**config.mk**
```make
export PLATFORM = sky130hd
export DESIGN_NAME = pe_comp_fsm_multilane_flat
export DESIGN_NICKNAME = d
export VERILOG_FILES = /design/src/rtl/pe_comp_fsm_multilane_pkg.sv /design/src/rtl/pe_comp_fsm_multilane_if.sv /design/src/rtl/pe_comp_fsm_multilane_group_ctr.sv /design/src/rtl/pe_comp_fsm_multilane.sv /design/src/flat_wrapper.sv
export SDC_FILE = /design/constraint.sdc
export NUM_CORES = 1
export LEC_CHECK = 0
export ABC_AREA = 1
export CORE_UTILIZATION = 36
export CTS_CLUSTER_SIZE = 40
export DETAILED_ROUTE_END_ITERATION = 8
export PLACE_DENSITY = 0.77
export SLEW_MARGIN = 20
export SYNTH_ARGS = -nofsm -noshare
export SYNTH_HDL_FRONTEND = slang
export SYNTH_SLANG_ARGS = --single-unit
```
**constraint.sdc**
```tcl
create_clock -name clk -period 2.02 [get_ports clk]
set_input_delay 0.202 -clock clk [delete_from_list [all_inputs] [get_ports clk]]
set_output_delay 0.202 -clock clk [all_outputs]
set_load 0.05 [all_outputs]
```
**src/rtl/pe_comp_fsm_multilane_pkg.sv**
```systemverilog
// Shared types and constants for the multi-lane PE computation controller.
package pe_comp_pkg;

  typedef enum logic [1:0] {
    ST_IDLE    = 2'd0,
    ST_PRE_BC  = 2'd1,
    ST_POST_BC = 2'd2,
    ST_SYNC    = 2'd3
  } pe_state_e;

  localparam logic ACT_DIR_0 = 1'b0;
  localparam logic ACT_DIR_1 = 1'b1;

  localparam int PE_IDX_W_DEF   = 6;
  localparam int ACT_NO_W_DEF   = 8;
  localparam int LAYER_NO_W_DEF = 4;
  localparam int DATA_W_DEF     = 16;
  localparam int LANES_DEF      = 4;

  // Queue entries may only be consumed while the layer is broadcasting or draining.
  function automatic logic is_issue_state(input pe_state_e s);
    return (s == ST_PRE_BC) || (s == ST_POST_BC);
  endfunction

endpackage

```
**src/rtl/pe_comp_fsm_multilane_if.sv**
```systemverilog
// Activation queue / MAC datapath bundle seen by the PE computation controller.
interface pe_comp_fsm_multilane_if #(
  parameter int ADDR_W   = 14,
  parameter int DATA_W   = 16,
  parameter int ACT_NO_W = 8,
  parameter int LANES    = 4
);
  logic                     queue_empty;
  logic [ADDR_W+DATA_W-1:0] act_out;
  logic                     pop_act;
  logic                     comp_ready;
  logic                     comp_en;
  logic [LANES-1:0]         lane_mask;
  logic [ADDR_W-1:0]        in_act_idx;
  logic [DATA_W-1:0]        in_act_value;
  logic [ADDR_W-1:0]        out_act_base_idx;
  logic [ACT_NO_W-1:0]      out_act_addr;

  modport master (
    input  queue_empty, act_out, comp_ready,
    output pop_act, comp_en, lane_mask, in_act_idx, in_act_value,
           out_act_base_idx, out_act_addr
  );

  modport slave (
    output queue_empty, act_out, comp_ready,
    input  pop_act, comp_en, lane_mask, in_act_idx, in_act_value,
           out_act_base_idx, out_act_addr
  );
endinterface

```
**src/rtl/pe_comp_fsm_multilane_group_ctr.sv**
```systemverilog
// Output-activation group pointer: walks one queue entry across out_act_no outputs, LANES at a time.
module pe_out_act_group_ctr #(
  parameter int LANES    = 4,
  parameter int ACT_NO_W = 8
) (
  input  logic                clk,
  input  logic                rst_n,
  input  logic                i_advance,
  input  logic                i_clear,
  input  logic [ACT_NO_W-1:0] i_out_act_no,
  output logic [ACT_NO_W-1:0] o_grp_ptr,
  output logic [LANES-1:0]    o_lane_mask,
  output logic                o_last
);
  localparam int CW = ACT_NO_W + 1;

  logic [ACT_NO_W-1:0] r_grp_ptr;
  logic [CW-1:0]       w_ptr_ext;
  logic [CW-1:0]       w_no_ext;
  logic [CW-1:0]       w_next_ext;

  // One extra bit so grp_ptr+LANES cannot wrap near the top of the range.
  assign w_ptr_ext  = {1'b0, r_grp_ptr};
  assign w_no_ext   = {1'b0, i_out_act_no};
  assign w_next_ext = w_ptr_ext + CW'(LANES);

  always_comb begin
    o_lane_mask = '0;
    for (int l = 0; l < LANES; l++) begin
      o_lane_mask[l] = (w_ptr_ext + CW'(l)) < w_no_ext;
    end
  end

  assign o_last    = w_next_ext >= w_no_ext;
  assign o_grp_ptr = r_grp_ptr;

  always_ff @(posedge clk or negedge rst_n) begin
    if (!rst_n) begin
      r_grp_ptr <= '0;
    end else if (i_clear) begin
      r_grp_ptr <= '0;
    end else if (i_advance) begin
      r_grp_ptr <= o_last ? '0 : w_next_ext[ACT_NO_W-1:0];
    end
  end

endmodule

```
**src/rtl/pe_comp_fsm_multilane.sv**
```systemverilog
// Per-PE multi-layer computation controller: broadcast, drain queue, sync, flip regfile, repeat.
module pe_comp_fsm_multilane #(
  parameter int PE_IDX_W   = 6,
  parameter int ACT_NO_W   = 8,
  parameter int LAYER_NO_W = 4,
  parameter int DATA_W     = 16,
  parameter int LANES      = 4,
  parameter int ADDR_W     = ACT_NO_W + PE_IDX_W
) (
  input  logic                  clk,
  input  logic                  rst_n,
  input  logic [PE_IDX_W-1:0]   i_pe_idx,
  input  logic                  i_pe_start_calc,
  input  logic                  i_abort,
  input  logic                  i_skip_zero_en,
  input  logic [LAYER_NO_W-1:0] i_layer_no,
  input  logic [ACT_NO_W-1:0]   i_out_act_no,
  input  logic                  i_broadcast_done,
  input  logic                  i_comp_done,
  pe_comp_fsm_multilane_if.master act_if,
  output logic                  o_pe_start_broadcast,
  output logic                  o_fin_comp,
  output logic                  o_out_act_clear,
  output logic                  o_act_regfile_dir,
  output logic [LAYER_NO_W-1:0] o_layer_idx,
  output logic                  o_busy
);
  import pe_comp_pkg::*;

  pe_state_e             r_state;
  logic                  r_start_bc;
  logic                  r_act_clear;
  logic                  r_dir;
  logic [LAYER_NO_W-1:0] r_layer_idx;

  logic [ACT_NO_W-1:0]   w_grp_ptr;
  logic [LANES-1:0]      w_mask;
  logic                  w_last;
  logic [ADDR_W-1:0]     w_in_idx;
  logic [DATA_W-1:0]     w_value;
  logic [LAYER_NO_W-1:0] w_final_layer;
  logic                  w_issue_ok;
  logic                  w_skip;
  logic                  w_advance;
  logic                  w_start;
  logic                  w_layer_end;
  logic                  w_clear;

  assign {w_in_idx, w_value} = act_if.act_out;

  // A layer count of zero behaves as a single layer.
  assign w_final_layer = (i_layer_no == '0) ? '0 : i_layer_no - LAYER_NO_W'(1);

  assign w_issue_ok  = ~i_abort & is_issue_state(r_state) & ~act_if.queue_empty & act_if.comp_ready;
  assign w_skip      = i_skip_zero_en & (w_value == '0) & (w_grp_ptr == '0);
  assign w_advance   = w_issue_ok & ~w_skip;
  assign w_start     = (r_state == ST_IDLE) & i_pe_start_calc;
  assign w_layer_end = (r_state == ST_SYNC) & i_comp_done;
  assign w_clear     = i_abort | w_start | w_layer_end;

  pe_out_act_group_ctr #(
    .LANES    (LANES),
    .ACT_NO_W (ACT_NO_W)
  ) u_group_ctr (
    .clk          (clk),
    .rst_n        (rst_n),
    .i_advance    (w_advance),
    .i_clear      (w_clear),
    .i_out_act_no (i_out_act_no),
    .o_grp_ptr    (w_grp_ptr),
    .o_lane_mask  (w_mask),
    .o_last       (w_last)
  );

  assign act_if.comp_en          = w_advance & (|w_mask);
  assign act_if.lane_mask        = w_advance ? w_mask : '0;
  assign act_if.pop_act          = w_issue_ok & (w_skip | w_last);
  assign act_if.in_act_idx       = w_in_idx;
  assign act_if.in_act_value     = w_value;
  assign act_if.out_act_base_idx = {w_grp_ptr, i_pe_idx};
  assign act_if.out_act_addr     = w_grp_ptr;

  assign o_fin_comp           = ~i_abort & (r_state == ST_POST_BC) & act_if.queue_empty;
  assign o_busy               = (r_state != ST_IDLE);
  assign o_pe_start_broadcast = r_start_bc;
  assign o_out_act_clear      = r_act_clear;
  assign o_act_regfile_dir    = r_dir;
  assign o_layer_idx          = r_layer_idx;

  always_ff @(posedge clk or negedge rst_n) begin
    if (!rst_n) begin
      r_state     <= ST_IDLE;
      r_start_bc  <= 1'b0;
      r_act_clear <= 1'b0;
      r_dir       <= ACT_DIR_0;
      r_layer_idx <= '0;
    end else begin
      r_start_bc  <= 1'b0;
      r_act_clear <= 1'b0;
      if (i_abort) begin
        r_state     <= ST_IDLE;
        r_dir       <= ACT_DIR_0;
        r_layer_idx <= '0;
      end else begin
        case (r_state)
          ST_IDLE: begin
            if (i_pe_start_calc) begin
              r_state     <= ST_PRE_BC;
              r_layer_idx <= '0;
              r_start_bc  <= 1'b1;
              r_act_clear <= 1'b1;
            end
          end
          ST_PRE_BC: begin
            if (i_broadcast_done) r_state <= ST_POST_BC;
          end
          ST_POST_BC: begin
            if (act_if.queue_empty) r_state <= ST_SYNC;
          end
          ST_SYNC: begin
            if (i_comp_done) begin
              if (r_layer_idx == w_final_layer) begin
                r_state <= ST_IDLE;
              end else begin
                r_state     <= ST_PRE_BC;
                r_layer_idx <= r_layer_idx + LAYER_NO_W'(1);
                r_dir       <= ~r_dir;
                r_start_bc  <= 1'b1;
                r_act_clear <= 1'b1;
              end
            end
          end
          default: r_state <= ST_IDLE;
        endcase
      end
    end
  end

endmodule
```
**src/flat_wrapper.sv**
```systemverilog
// flat-port wrapper written by rule: the top's interface ports become plain ports
module pe_comp_fsm_multilane_flat import pe_comp_pkg::*;
#(
  parameter int PE_IDX_W   = 6,
  parameter int ACT_NO_W   = 8,
  parameter int LAYER_NO_W = 4,
  parameter int DATA_W     = 16,
  parameter int LANES      = 4,
  parameter int ADDR_W     = ACT_NO_W + PE_IDX_W
)
  (clk, rst_n, i_pe_idx, i_pe_start_calc, i_abort, i_skip_zero_en, i_layer_no, i_out_act_no, i_broadcast_done, i_comp_done, o_pe_start_broadcast, o_fin_comp, o_out_act_clear, o_act_regfile_dir, o_layer_idx, o_busy, act_if_queue_empty, act_if_act_out, act_if_comp_ready, act_if_pop_act, act_if_comp_en, act_if_lane_mask, act_if_in_act_idx, act_if_in_act_value, act_if_out_act_base_idx, act_if_out_act_addr);
  pe_comp_fsm_multilane_if #(.ADDR_W(ADDR_W), .DATA_W(DATA_W), .ACT_NO_W(ACT_NO_W), .LANES(LANES)) act_if_i ();
  input  logic clk;
  input  logic rst_n;
  input  logic [PE_IDX_W-1:0] i_pe_idx;
  input  logic i_pe_start_calc;
  input  logic i_abort;
  input  logic i_skip_zero_en;
  input  logic [LAYER_NO_W-1:0] i_layer_no;
  input  logic [ACT_NO_W-1:0] i_out_act_no;
  input  logic i_broadcast_done;
  input  logic i_comp_done;
  output logic o_pe_start_broadcast;
  output logic o_fin_comp;
  output logic o_out_act_clear;
  output logic o_act_regfile_dir;
  output logic [LAYER_NO_W-1:0] o_layer_idx;
  output logic o_busy;
  input wire logic [$bits(act_if_i.queue_empty)-1:0] act_if_queue_empty;
  input wire logic [$bits(act_if_i.act_out)-1:0] act_if_act_out;
  input wire logic [$bits(act_if_i.comp_ready)-1:0] act_if_comp_ready;
  output wire logic [$bits(act_if_i.pop_act)-1:0] act_if_pop_act;
  output wire logic [$bits(act_if_i.comp_en)-1:0] act_if_comp_en;
  output wire logic [$bits(act_if_i.lane_mask)-1:0] act_if_lane_mask;
  output wire logic [$bits(act_if_i.in_act_idx)-1:0] act_if_in_act_idx;
  output wire logic [$bits(act_if_i.in_act_value)-1:0] act_if_in_act_value;
  output wire logic [$bits(act_if_i.out_act_base_idx)-1:0] act_if_out_act_base_idx;
  output wire logic [$bits(act_if_i.out_act_addr)-1:0] act_if_out_act_addr;
  assign act_if_i.queue_empty = act_if_queue_empty;
  assign act_if_i.act_out = act_if_act_out;
  assign act_if_i.comp_ready = act_if_comp_ready;
  assign act_if_pop_act = act_if_i.pop_act;
  assign act_if_comp_en = act_if_i.comp_en;
  assign act_if_lane_mask = act_if_i.lane_mask;
  assign act_if_in_act_idx = act_if_i.in_act_idx;
  assign act_if_in_act_value = act_if_i.in_act_value;
  assign act_if_out_act_base_idx = act_if_i.out_act_base_idx;
  assign act_if_out_act_addr = act_if_i.out_act_addr;
  pe_comp_fsm_multilane #(.PE_IDX_W(PE_IDX_W), .ACT_NO_W(ACT_NO_W), .LAYER_NO_W(LAYER_NO_W), .DATA_W(DATA_W), .LANES(LANES), .ADDR_W(ADDR_W)) u_core (.clk(clk), .rst_n(rst_n), .i_pe_idx(i_pe_idx), .i_pe_start_calc(i_pe_start_calc), .i_abort(i_abort), .i_skip_zero_en(i_skip_zero_en), .i_layer_no(i_layer_no), .i_out_act_no(i_out_act_no), .i_broadcast_done(i_broadcast_done), .i_comp_done(i_comp_done), .act_if(act_if_i), .o_pe_start_broadcast(o_pe_start_broadcast), .o_fin_comp(o_fin_comp), .o_out_act_clear(o_out_act_clear), .o_act_regfile_dir(o_act_regfile_dir), .o_layer_idx(o_layer_idx), .o_busy(o_busy));
endmodule
```
==> run summary <==
fresh numbers from the pnr run: distinct lib cells 32, die height 80.6 um, Yosys chip area 0.00223 mm^2, simple-gate area share of the yosys netlist 34.0%, status complete, but fails checks, Routed WL 5650 um, pre-CTS setup slack -0.197 ns, CORE AREA 0.00596 mm^2, total power 1530 uW, Clock Latency Late Sink 0.24 ns, cell breakdown of the critical path nand3_4 > nor2_2 > nand2_1 > xor2_1 > inv_1 > ha_4 > nand4_1 > nor4_2 > nand2_2 > nand4_1 > nand2_2 > clkinvlp_4 > buf_12, Final WS setup -0.446 ns, DPL Wire Length 4550 um, final net count 491, initial antenna violation count 0, fin area 0.00328 mm^2, Pins Over Slew Limit 0, clock skew 0.000545 ns, # setup viols final 6, comb area leader simple AND/OR/NAND/NOR gates, failing checks setup timing, Synthesized registers 14, worst path arrival time 2.26 ns, crit-path max cell delay 0.52 ns, dpl cell area 0.00309 mm^2, Post-synth mux share 0%, Top FF cell, synth dfrtp_1, Required @ worst endpoint 1.82 ns, drc violations 0, DR iter-0 viols 62, fin crit share 122%, Synth Area in XOR/XNOR 1.18%, Hold Vio Cnt, Final 0, Critical Path Source Type register, Worst-path clk slew 0.06 ns, Syn Std Cell Area 0.00223 mm^2, Clock Path Buffers 2, fin crit period 2.47 ns, Synth Instances 339, Die Wd 80.6 um, Max-area cell share 16.9%, Post-DRT Antenna Nets 0, via count 2274, Least-Margin Pin Slew 0.648 ns, CTS H-tree depth 1, vias in the first global route 2216, share of layout cells above drive strength 1 29.0%, pwr dens 465 mW/mm^2, flip-flops with a built-in enable 0
## power by group
part | internal (uW) | switching (uW) | total (uW)
registers | 309 | 20.8 | 330
logic | 349 | 574 | 923
clock network | 172 | 101 | 273
## cells by family after synthesis
family / Yosys count
other: 1
AOI/OAI and AO/OA: 28
DFF: 14
xor gates and xnor gates: 3
and+or+nand+nor: 166
adders and majority gates: 30
buffers and inverters: 97
## repair_timing
action	CTS	global route
endpoints found under the setup margin	6	12
pin swaps	9	6
resized	19	10
buffers inserted	1	2
hold buffers	0	0
## placed cells by master (no fill, tap or decap), types with 3 or more instances in the layout
cell type	instances
nand2_1	83
clkdlybuf4s50_1	55
buf_4	45
inv_1	34
nor2_1	20
ha_1	20
nand3_1	14
a21oi_1	14
nand2_2	9
inv_2	9
ha_4	9
nor2_4	8
nand4_1	8
dfrtp_1	8
buf_12	7
nor3_1	6
nor2_2	6
o21ai_1	5
conb_1	4
clkbuf_8	4
xor2_1	3
nand3b_1	3
o211ai_1	3
buf_6	3
dfrtp_4	3
dfrtp_2	3
## final timing paths
check                                                 from                              end  slack (ns)  depth (start not counted)
setup / recovery           u_core.u_group_ctr.o_grp_ptr[2]                   act_if_pop_act       -0.45                         13
max in group asynchronous                            rst_n  u_core.u_group_ctr.o_grp_ptr[3]        1.18                          1
setup reg to reg           u_core.u_group_ctr.o_grp_ptr[2]  u_core.u_group_ctr.o_grp_ptr[7]        0.02                         13
hold reg to reg            u_core.u_group_ctr.o_grp_ptr[6]  u_core.u_group_ctr.o_grp_ptr[6]        0.55                          2
hold / removal                                       rst_n            u_core.o_layer_idx[0]        0.36                          1
min in group clk                        act_if_act_out[17]             act_if_in_act_idx[1]        0.40                          0
## state kept, by name, summed over array words and instances (netlist names)
name,flops
u_core.u_group_ctr.o_grp_ptr,6
u_core.o_layer_idx,4
u_core.o_act_regfile_dir,1
u_core.r_state,2
u_core.o_pe_start_broadcast,1
## final cells by class
type / count / area, um^2
fill: 569 / 2670
inverter: 44 / 169
tap: 75 / 93.8
timing repair buffer: 110 / 1060
clock buffer: 4 / 55.1
multi-input combinational: 231 / 1540
sequential: 14 / 365
## worst reg2reg max path: stages (launching register included)
cell and delay [ns]:
dfrtp_4 0.52, nand3_4 0.11, nor2_2 0.04, nand2_1 0.06
xor2_1 0.18, inv_1 0.09, ha_4 0.27, nand4_1 0.10
nor4_2 0.18, nand2_2 0.09, inv_2 0.08, nor2_4 0.05
nand2_1 0.06, nand2_1 0.05
## cells in the mapped netlist (5+ instances only)
cell and instances:
nor3_1 6, nand3_1 15, nand4_1 8, ha_1 30, nor2_2 5, inv_1 40, dfrtp_1 14, o21ai_1 5
nand2_1 88, a21oi_1 14, buf_4 47, nor2_1 27
## metal layers
metal	wire [um]	up-vias	global-route usage [%]	share of wire [%]
li1	-	1162	-	-
met2	2990	70	34.2	53
met4	108	0	5.36	1.9
met1	2320	1025	19.4	41
met3	235	17	1.93	4.2
met5	0	-	0	0
io_fan.png
Scale bar: 20 um.
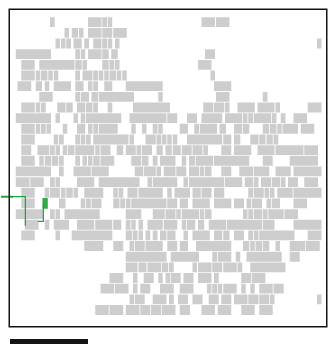
legend:
  `i_broadcast_done`:
    colour: green
    direction: input
    edge: west
    end_cells: 1
    buffers: 1
    wire: 16.6 um
Buffers on Ports: 79
Ports: 124

flops_by_reg.png
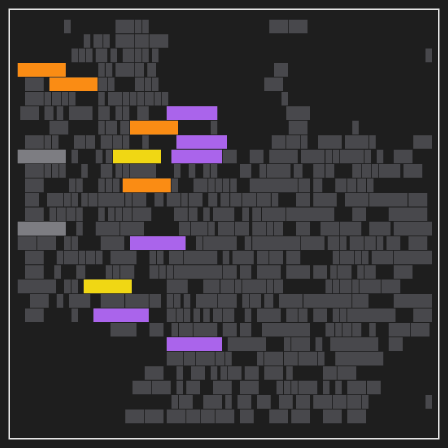
legend:
  `u_core.r_state`:
    colour: yellow
    placed_flops: 2
  `u_core.o_layer_idx`:
    colour: orange
    placed_flops: 4
    where: north-west
  `u_core.u_group_ctr.o_grp_ptr`:
    colour: purple
    placed_flops: 6
not coloured: 2
fin util: 55.1%
Flop area: 365 um^2
Seq/total area: 11.1%
Power Sequential: 330 uW

congestion.png
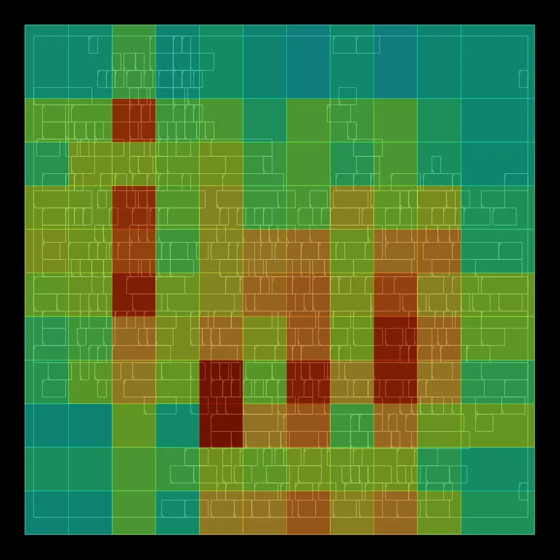
met3 GRT Util: 1.93%
met2 layer usage reported by global route: 34.2%
WL/cell: 11.8 um
GRT Max-Usage Layer: met2
met1 Use GR: 19.4%

Power and IR drop assume default switching activity.
